==> config.mk <==
export PLATFORM = sky130hd
export DESIGN_NAME = expr_tx
export DESIGN_NICKNAME = d
export VERILOG_FILES = /design/src/rtl/expr_defs.sv /design/src/rtl/expr_char_enc.sv /design/src/rtl/expr_tx.sv
export SDC_FILE = /design/constraint.sdc
export NUM_CORES = 1
export LEC_CHECK = 0
export CORE_UTILIZATION = 40
export DETAILED_ROUTE_END_ITERATION = 6
export GPL_TIMING_DRIVEN = 0
export PLACE_DENSITY = 0.71
export SYNTH_ARGS = -nofsm -noshare
export SYNTH_HDL_FRONTEND = slang
export SYNTH_SLANG_ARGS = --single-unit
==> constraint.sdc <==
create_clock -name clk -period 3.24 [get_ports clk]
set_input_delay 0.648 -clock clk [delete_from_list [all_inputs] [get_ports clk]]
set_output_delay 0.648 -clock clk [all_outputs]
set_load 0.005 [all_outputs]
==> src/rtl/expr_defs.sv <==
// Shared definitions for the expression-protocol transmitter and recognizer.
// Character constants, FSM state encodings and the default term count.
package expr_defs;

  localparam int MAXN_DEF = 8;

  localparam logic [7:0] CH_ZERO = 8'h30;
  localparam logic [7:0] CH_PLUS = 8'h2B;
  localparam logic [7:0] CH_MUL  = 8'h2A;
  localparam logic [7:0] CH_TERM = 8'h3D;
  localparam logic [7:0] CH_NUL  = 8'h00;

  typedef enum logic [1:0] {
    IDLE = 2'd0,
    DIG  = 2'd1,
    OP   = 2'd2,
    TERM = 2'd3
  } state_e;

  function automatic logic [3:0] clamp9(
    input logic [3:0] d
  );
    return (d > 4'd9) ? 4'd9 : d;
  endfunction

endpackage

==> src/rtl/expr_char_enc.sv <==
// Combinational character encoder: (state, digit, op bit) -> ASCII byte.
// Digits above 9 are clamped to '9'.
module expr_char_enc
  import expr_defs::*;
(
  input  logic [1:0] state_i,
  input  logic [3:0] nib_i,
  input  logic       op_i,
  output logic [7:0] ch_o
);

  state_e st;

  always_comb begin
    st   = state_e'(state_i);
    ch_o = CH_NUL;
    unique case (st)
      IDLE: ch_o = CH_NUL;
      DIG:  ch_o = CH_ZERO + {4'h0, clamp9(nib_i)};
      OP:   ch_o = op_i ? CH_MUL : CH_PLUS;
      TERM: ch_o = CH_TERM;
    endcase
  end

endmodule

==> src/rtl/expr_tx.sv <==
// Expression string transmitter: sends digit (op digit)* under valid/rdy.
// Define EXPR_TX_TERM_EN to append a trailing '=' terminator.
module expr_tx
  import expr_defs::*;
#(
  parameter int MAXN = MAXN_DEF
) (
  input  logic              clk,
  input  logic              clr,
  input  logic              start,
  input  logic [3:0]        nterm,
  input  logic [4*MAXN-1:0] dig,
  input  logic [MAXN-2:0]   opsel,
  input  logic              rdy,
  output logic [7:0]        out,
  output logic              valid,
  output logic              busy,
  output logic              done,
  output logic              err
);

  localparam logic [3:0] MAXN_L = 4'(MAXN);

  state_e            state_q, state_d;
  logic [3:0]        k_q, k_d;
  logic [3:0]        nterm_q, nterm_d;
  logic [4*MAXN-1:0] dig_q, dig_d;
  logic [MAXN-2:0]   opsel_q, opsel_d;
  logic              done_q, done_d;
  logic              err_q, err_d;

  logic [3:0] nib;
  logic       opb;
  logic       start_ok;
  logic       xfer;
  logic       last;

  // Current term's digit and following operator, selected by k.
  always_comb begin
    nib = 4'h0;
    opb = 1'b0;
    for (int i = 0; i < MAXN; i++) begin
      if (k_q == 4'(i)) nib = dig_q[4*i +: 4];
    end
    for (int i = 0; i < MAXN - 1; i++) begin
      if (k_q == 4'(i)) opb = opsel_q[i];
    end
  end

  assign start_ok = (nterm != 4'd0) && (nterm <= MAXN_L);
  assign valid    = (state_q != IDLE);
  assign busy     = valid;
  assign xfer     = valid && rdy;
  assign last     = (k_q == nterm_q - 4'd1);
  assign done     = done_q;
  assign err      = err_q;

  always_comb begin
    state_d = state_q;
    k_d     = k_q;
    nterm_d = nterm_q;
    dig_d   = dig_q;
    opsel_d = opsel_q;
    done_d  = 1'b0;
    err_d   = 1'b0;
    unique case (state_q)
      IDLE: begin
        if (start) begin
          if (start_ok) begin
            dig_d   = dig;
            opsel_d = opsel;
            nterm_d = nterm;
            k_d     = 4'd0;
            state_d = DIG;
          end else begin
            err_d = 1'b1;
          end
        end
      end
      DIG: begin
        if (xfer) begin
          if (last) begin
`ifdef EXPR_TX_TERM_EN
            state_d = TERM;
`else
            state_d = IDLE;
            done_d  = 1'b1;
`endif
          end else begin
            state_d = OP;
          end
        end
      end
      OP: begin
        if (xfer) begin
          k_d     = k_q + 4'd1;
          state_d = DIG;
        end
      end
      TERM: begin
`ifdef EXPR_TX_TERM_EN
        if (xfer) begin
          state_d = IDLE;
          done_d  = 1'b1;
        end
`else
        state_d = IDLE;
`endif
      end
    endcase
  end

  always_ff @(posedge clk) begin
    if (clr) begin
      state_q <= IDLE;
      k_q     <= 4'd0;
      nterm_q <= 4'd0;
      dig_q   <= '0;
      opsel_q <= '0;
      done_q  <= 1'b0;
      err_q   <= 1'b0;
    end else begin
      state_q <= state_d;
      k_q     <= k_d;
      nterm_q <= nterm_d;
      dig_q   <= dig_d;
      opsel_q <= opsel_d;
      done_q  <= done_d;
      err_q   <= err_d;
    end
  end

  expr_char_enc u_enc (
    .state_i (state_q),
    .nib_i   (nib),
    .op_i    (opb),
    .ch_o    (out)
  );

endmodule
==> impl_metrics.csv, run 1 <==
group,metric,value,unit
synth,edf_count,0,
final_timing,hold_viol_final,0,
detailed_routing,drc_errors,0,
detailed_routing,ant_nets,0,
synth,postSynthSeqShare,0.400,
cells_and_area,drive_gt1_frac,0.125,
run_status,status,"complete, no violations",
cts,ctsHoldBuffers,0,
synth,synthCells,340,
floorplan,io_pins,59,
power_and_ir_drop,leakage,1.31,nW
detailed_routing,wl_per_cell,13.4,um
detailed_routing,routed.top_layer,"met4",
synth,ys_async_sr_fraction,0,
cts,numClockSinks,51,
worst_setup_path,startpoint_type,"register",
detailed_routing,drt_pass1_iterations,5,
placement,portBuffers,55,
global_route,grt_pass1_vias,2253,
synth,synth.avg_cell_area,7.50,um^2
placement,gp_congestion,0.887,
synth,yosys-stat-area,2550,um^2
synth,yosys.cell_types.count,46,
global_route,antenna_found_initial,0,
[run 1: per-stage QoR]
stage	instances	setup TNS, ns	power (mW)
floorplan	341	0	0.811
CTS	483	0	1.27
finish	484	0	1.26
detailed placement	471	0	0.918
global route	484	-0.0167	1.33
global placement	471	0	0.913
[run 1: routing by layer]
metal | GRT usage | vias up
met5 | 0 | -
met4 | 0.0579 | 0
li1 | - | 1252
met2 | 0.358 | 64
met1 | 0.263 | 1110
met3 | 0.0422 | 10
[run 1: kinds of logic after synthesis]
family	after synthesis	share of synthesized area
and+or+nand+nor	145	0.243
adders and majority gates	5	0.0245
other	1	0.00147
AOI/OAI and AO/OA	85	0.202
DFF	51	0.400
buffers and inverters	44	0.0972
xor gates and xnor gates	9	0.0309
[run 1: power breakdown]
| group | switching (mW) | total (mW) | internal, mW |
|---|---|---|---|
| clock | 0.204 | 0.356 | 0.152 |
| combinational | 0.106 | 0.228 | 0.122 |
| sequential | 0.0208 | 0.679 | 0.658 |
[run 1: registers in the layout (all words and copies together), names as in the netlist]
signal   flops
nterm_q      4
k_q          4
err          1
opsel_q      7
state_q      2
dig_q       32
done         1
[run 1: worst min-delay path, cell delays in order (launching register included)]
cell,delay (ns)
dfxtp_1,0.32
nand2_1,0.05
a21oi_1,0.05
[run 1: cell usage in the layout (no fill, tap or decap), drive strengths merged, types with 2 or more instances in the layout]
cell / count
a21oi: 55
a221oi: 7
buf: 25
clkbuf: 16
clkdlybuf4s50: 51
conb: 2
dfxtp: 51
dlymetal6s2s: 3
ha: 5
inv: 15
nand2: 107
nand2b: 4
nand3: 3
nand3b: 3
nand4: 2
nor2: 12
nor2b: 4
nor3: 6
o211ai: 4
o21ai: 5
or2: 2
xnor2: 4
xor2: 5
[run 1: path summary, 6_finish.rpt]
kind / startpoint / end / slack, ns / cells after the start
min: dig_q[21] / dig_q[21] / 0.46 / 2
max reg2reg: state_q[0] / nterm_q[1] / 1.58 / 7
max: k_q[0] / out[0] / 0.12 / 10
min reg2reg: dig_q[21] / dig_q[21] / 0.46 / 2
[run 1: layout make-up]
class	instances	area (um^2)
fillers	602	2630
multi-input cells	246	1340
flip-flops and latches	51	1030
repair buffers	60	594
plain buffers	29	205
well taps	75	93.8
clock buffers	7	76.3
inverters	15	56.3
clock inverters	1	5.00
[run 1: timing repair]
item	in CTS	in global routing
setup buffers	4	1
pin swaps	3	4
resized	13	12
setup endpoints to repair	4	4
**Run 1: close-up of the layout**

Region (21, 5) to (61, 45) um. Cells in grey, sequential cells in the stronger grey; small squares are vias.
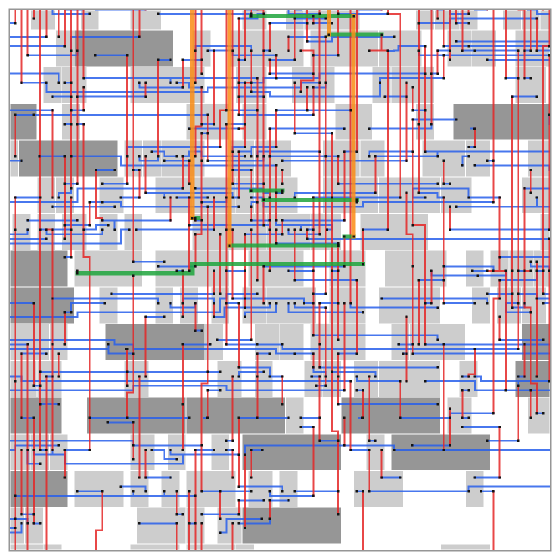
legend:
  orange:
    layer: M4
  green:
    layer: M3
  red:
    layer: M2
  blue:
    layer: M1
sequential cells in the window: 14
netlist names of flops here include: `dig_q` (11), `opsel_q` (2)
cells with their middle in the window: 136
most frequent: nand2_1 (33), a21oi_1 (17), dfxtp_1 (14)

**Run 1: metal 3**

Bar = 20 um.
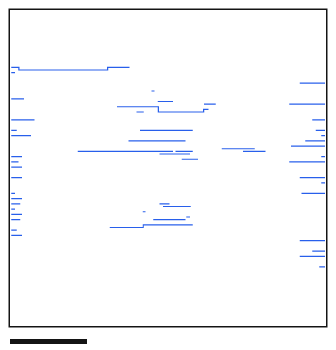
wire length on this layer: 299 um
main direction: horizontal
share of all routed wire: 4.6%
nets with wire on the layer: 46
longest straight run: 24.4 um
Routed WL: 6490 um
vias after detailed routing: 2436
GR Layer Usage met3: 0.0422

**Run 1: cell placement**

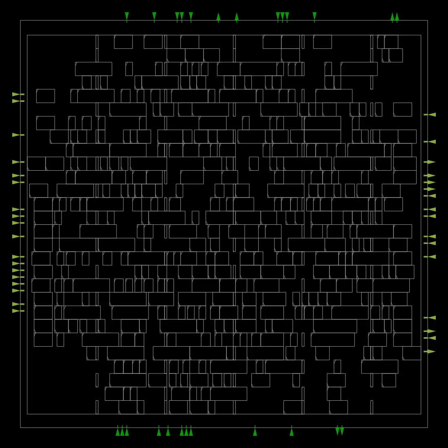
Seq/total area: 0.303
fillers: 602
final core occ: 0.563
Rows: 28
flop count: 51

**Run 1: routed metal, one colour a layer**

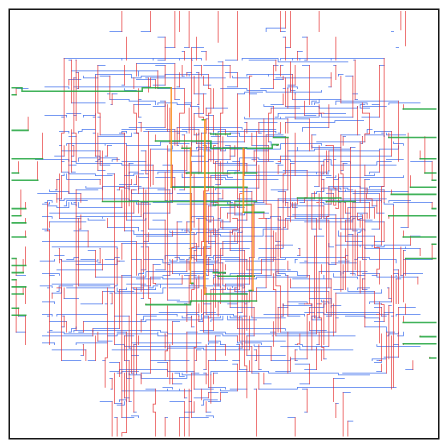
legend:
  orange:
    layer: M4
    wire_length: 107 um
  green:
    layer: M3
    wire_length: 299 um
  blue:
    layer: M1
    wire_length: 3070 um
  red:
    layer: M2
    wire_length: 3010 um

==> inputs of run 2 (changes only) <==
--- a/config.mk
+++ b/config.mk
@@ -6,8 +6,8 @@
 export NUM_CORES = 1
 export LEC_CHECK = 0
 export CORE_UTILIZATION = 40
+export CTS_BUF_LIST = sky130_fd_sc_hd__clkbuf_4 sky130_fd_sc_hd__clkbuf_8 sky130_fd_sc_hd__clkbuf_16
 export DETAILED_ROUTE_END_ITERATION = 6
-export GPL_TIMING_DRIVEN = 0
 export PLACE_DENSITY = 0.71
 export SYNTH_ARGS = -nofsm -noshare
 export SYNTH_HDL_FRONTEND = slang
==> constraint.sdc (replaced) <==
create_clock -name clk -period 3.24 [get_ports clk]
set_input_delay 0.648 -clock clk [delete_from_list [all_inputs] [get_ports clk]]
set_output_delay 0.648 -clock clk [all_outputs]
set_load 0.01 [all_outputs]
**Run 2: close-up of the layout**

Region (21, 5) to (61, 45) um. Cells in grey, sequential cells in the stronger grey; small squares are vias.
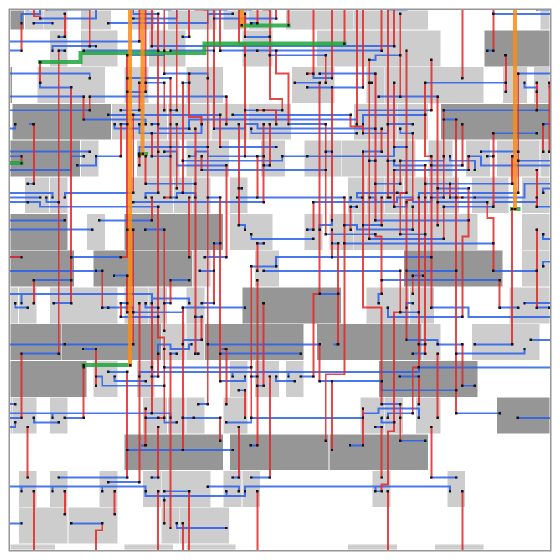
legend:
  orange:
    layer: M4
  red:
    layer: M2
  blue:
    layer: M1
  green:
    layer: M3
netlist names of flops here include: `dig_q` (11), `k_q` (4), `opsel_q` (3)
cells with their middle in the window: 119
most frequent: nand2_1 (27), a21oi_1 (18), dfxtp_1 (18)
sequential cells in the window: 20

**Run 2: cell placement**

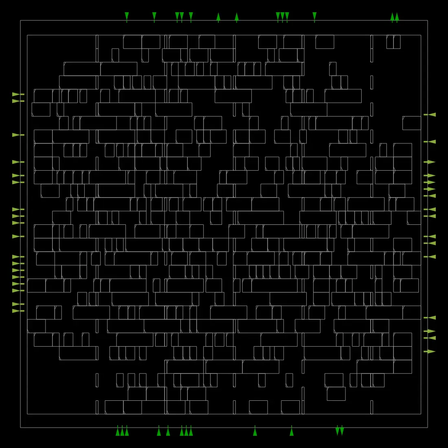
well tap count: 75
CORE AREA: 6030 um^2
Seq/total area: 0.316

==> impl_metrics.csv, run 2 <==
group,metric,value,unit
detailed_routing,drc_errors,0,
power_and_ir_drop,total_power,1.27,mW
global_route,grt_first_pass_wirelength,9560,um
cts,numClockSinks,51,
synth,postSynthSeqShare,0.400,
placement,gp_congestion,0.818,
cells_and_area,largest_register_ffs,32,
synth,synthCells,340,
placement,portBuffers,56,
cells_and_area,final_cell_mix,"nand2_1, a21oi_1, clkdlybuf4s50_1",
global_route,grt_pass1_vias,2140,
detailed_routing,wirelength,5870,um
power_and_ir_drop,leakage,1.18,nW
detailed_routing,via_count,2308,
global_route,antenna_found_initial,0,
cells_and_area,lay_top_count,"nand2_1",
worst_setup_path,reg2reg_slack,1.18,ns
worst_setup_path,startpoint_type,"register",
synth,edf_count,0,
cts,post_cts_buffers,0,
cts,htree_levels,2,
final_timing,hold_viol_final,0,
synth,yosys.cell_types.count,46,
cells_and_area,drive_gt1_frac,0.0859,
detailed_routing,wl_per_cell,12.8,um
cells_and_area,top_register,"dig_q",
final_timing,setup_tns,0,ns
synth,ys_async_sr_fraction,0,
cells_and_area,fillCellCount,614,
synth,yosys-stat-area,2550,um^2
synth,synth_flop_count,51,
floorplan,io_pins,59,
detailed_routing,ant_nets,0,
synth,synth.avg_cell_area,7.50,um^2
floorplan,row_count,28,
cells_and_area,fin_util,0.538,
run_status,status,"complete, no violations",
cells_and_area,top_regs,"dig_q: 32 flops, opsel_q: 7 flops",
detailed_routing,drt_first_iter_violations,101,
[run 2: cell counts after synthesis]
Identical to the previous run, type by type.
[run 2: path summary, 6_finish.rpt]
kind                                 start  endpoint  cells past startpoint
worst min-delay path              dig_q[8]  dig_q[8]                      2
worst max register to register  state_q[0]    k_q[0]                      4
worst min register to register    dig_q[8]  dig_q[8]                      2
worst max-delay path                k_q[1]    out[3]                      8
[run 2: what timing repair did]
| action | 4_1_cts | 5_1_grt |
|---|---|---|
| hold buffers | 0 | 0 |
| gates resized | 11 | 7 |
| endpoints found under the setup margin | 4 | 3 |
| pin swaps | 2 | 1 |
[run 2: cells by family (layout without fill, tap and decap cells)]
logic type / Yosys count / after routing / share of synthesized area
buffers and inverters: 44 / 87 / 0.0972
and+or+nand+nor: 145 / 145 / 0.243
xor gates and xnor gates: 9 / 9 / 0.0309
AOI/OAI and AO/OA: 85 / 85 / 0.202
DFF: 51 / 51 / 0.400
adders and majority gates: 5 / 5 / 0.0245
other: 1 / 2 / 0.00147
[run 2: per-layer routing]
| metal | share of wire | GRT usage |
|---|---|---|
| met5 | 0 | 0 |
| met4 | 0.017 | 0.0754 |
| met3 | 0.037 | 0.0378 |
| met2 | 0.46 | 0.311 |
| met1 | 0.49 | 0.234 |
[run 2: final cells by class]
type,count,area (um^2),share of cell area
clock buffers,6,82.6,0.0255
inverters,15,56.3,0.0174
repair buffers,64,633,0.195
well taps,75,93.8,0.0289
flip-flops and latches,51,1030,0.316
clock inverters,2,16.3,0.00501
multi-input cells,246,1340,0.412
[run 2: critical path, delay by kind of cell, from the launching register on]
| family | cells | cell delay, ns |
|---|---|---|
| AOI/OAI and AO/OA | 3 | 0.52 |
| adders and majority gates | 1 | 0.23 |
| buffers and inverters | 3 | 0.77 |
| DFF | 1 | 0.38 |
| and+or+nand+nor | 1 | 0.26 |
[run 2: per-stage QoR]
step	worst slack, ns	cells
finish	0.104	459
global route	0.00351	459
CTS	0.0117	459
detailed placement	0.121	451
global placement	0.188	451
floorplan	0.788	341
[run 2: power by group]
group | internal [mW] | switching, mW
registers | 0.659 | 0.0234
logic | 0.107 | 0.0984
clock network | 0.174 | 0.211
Power and IR drop assume default switching activity.
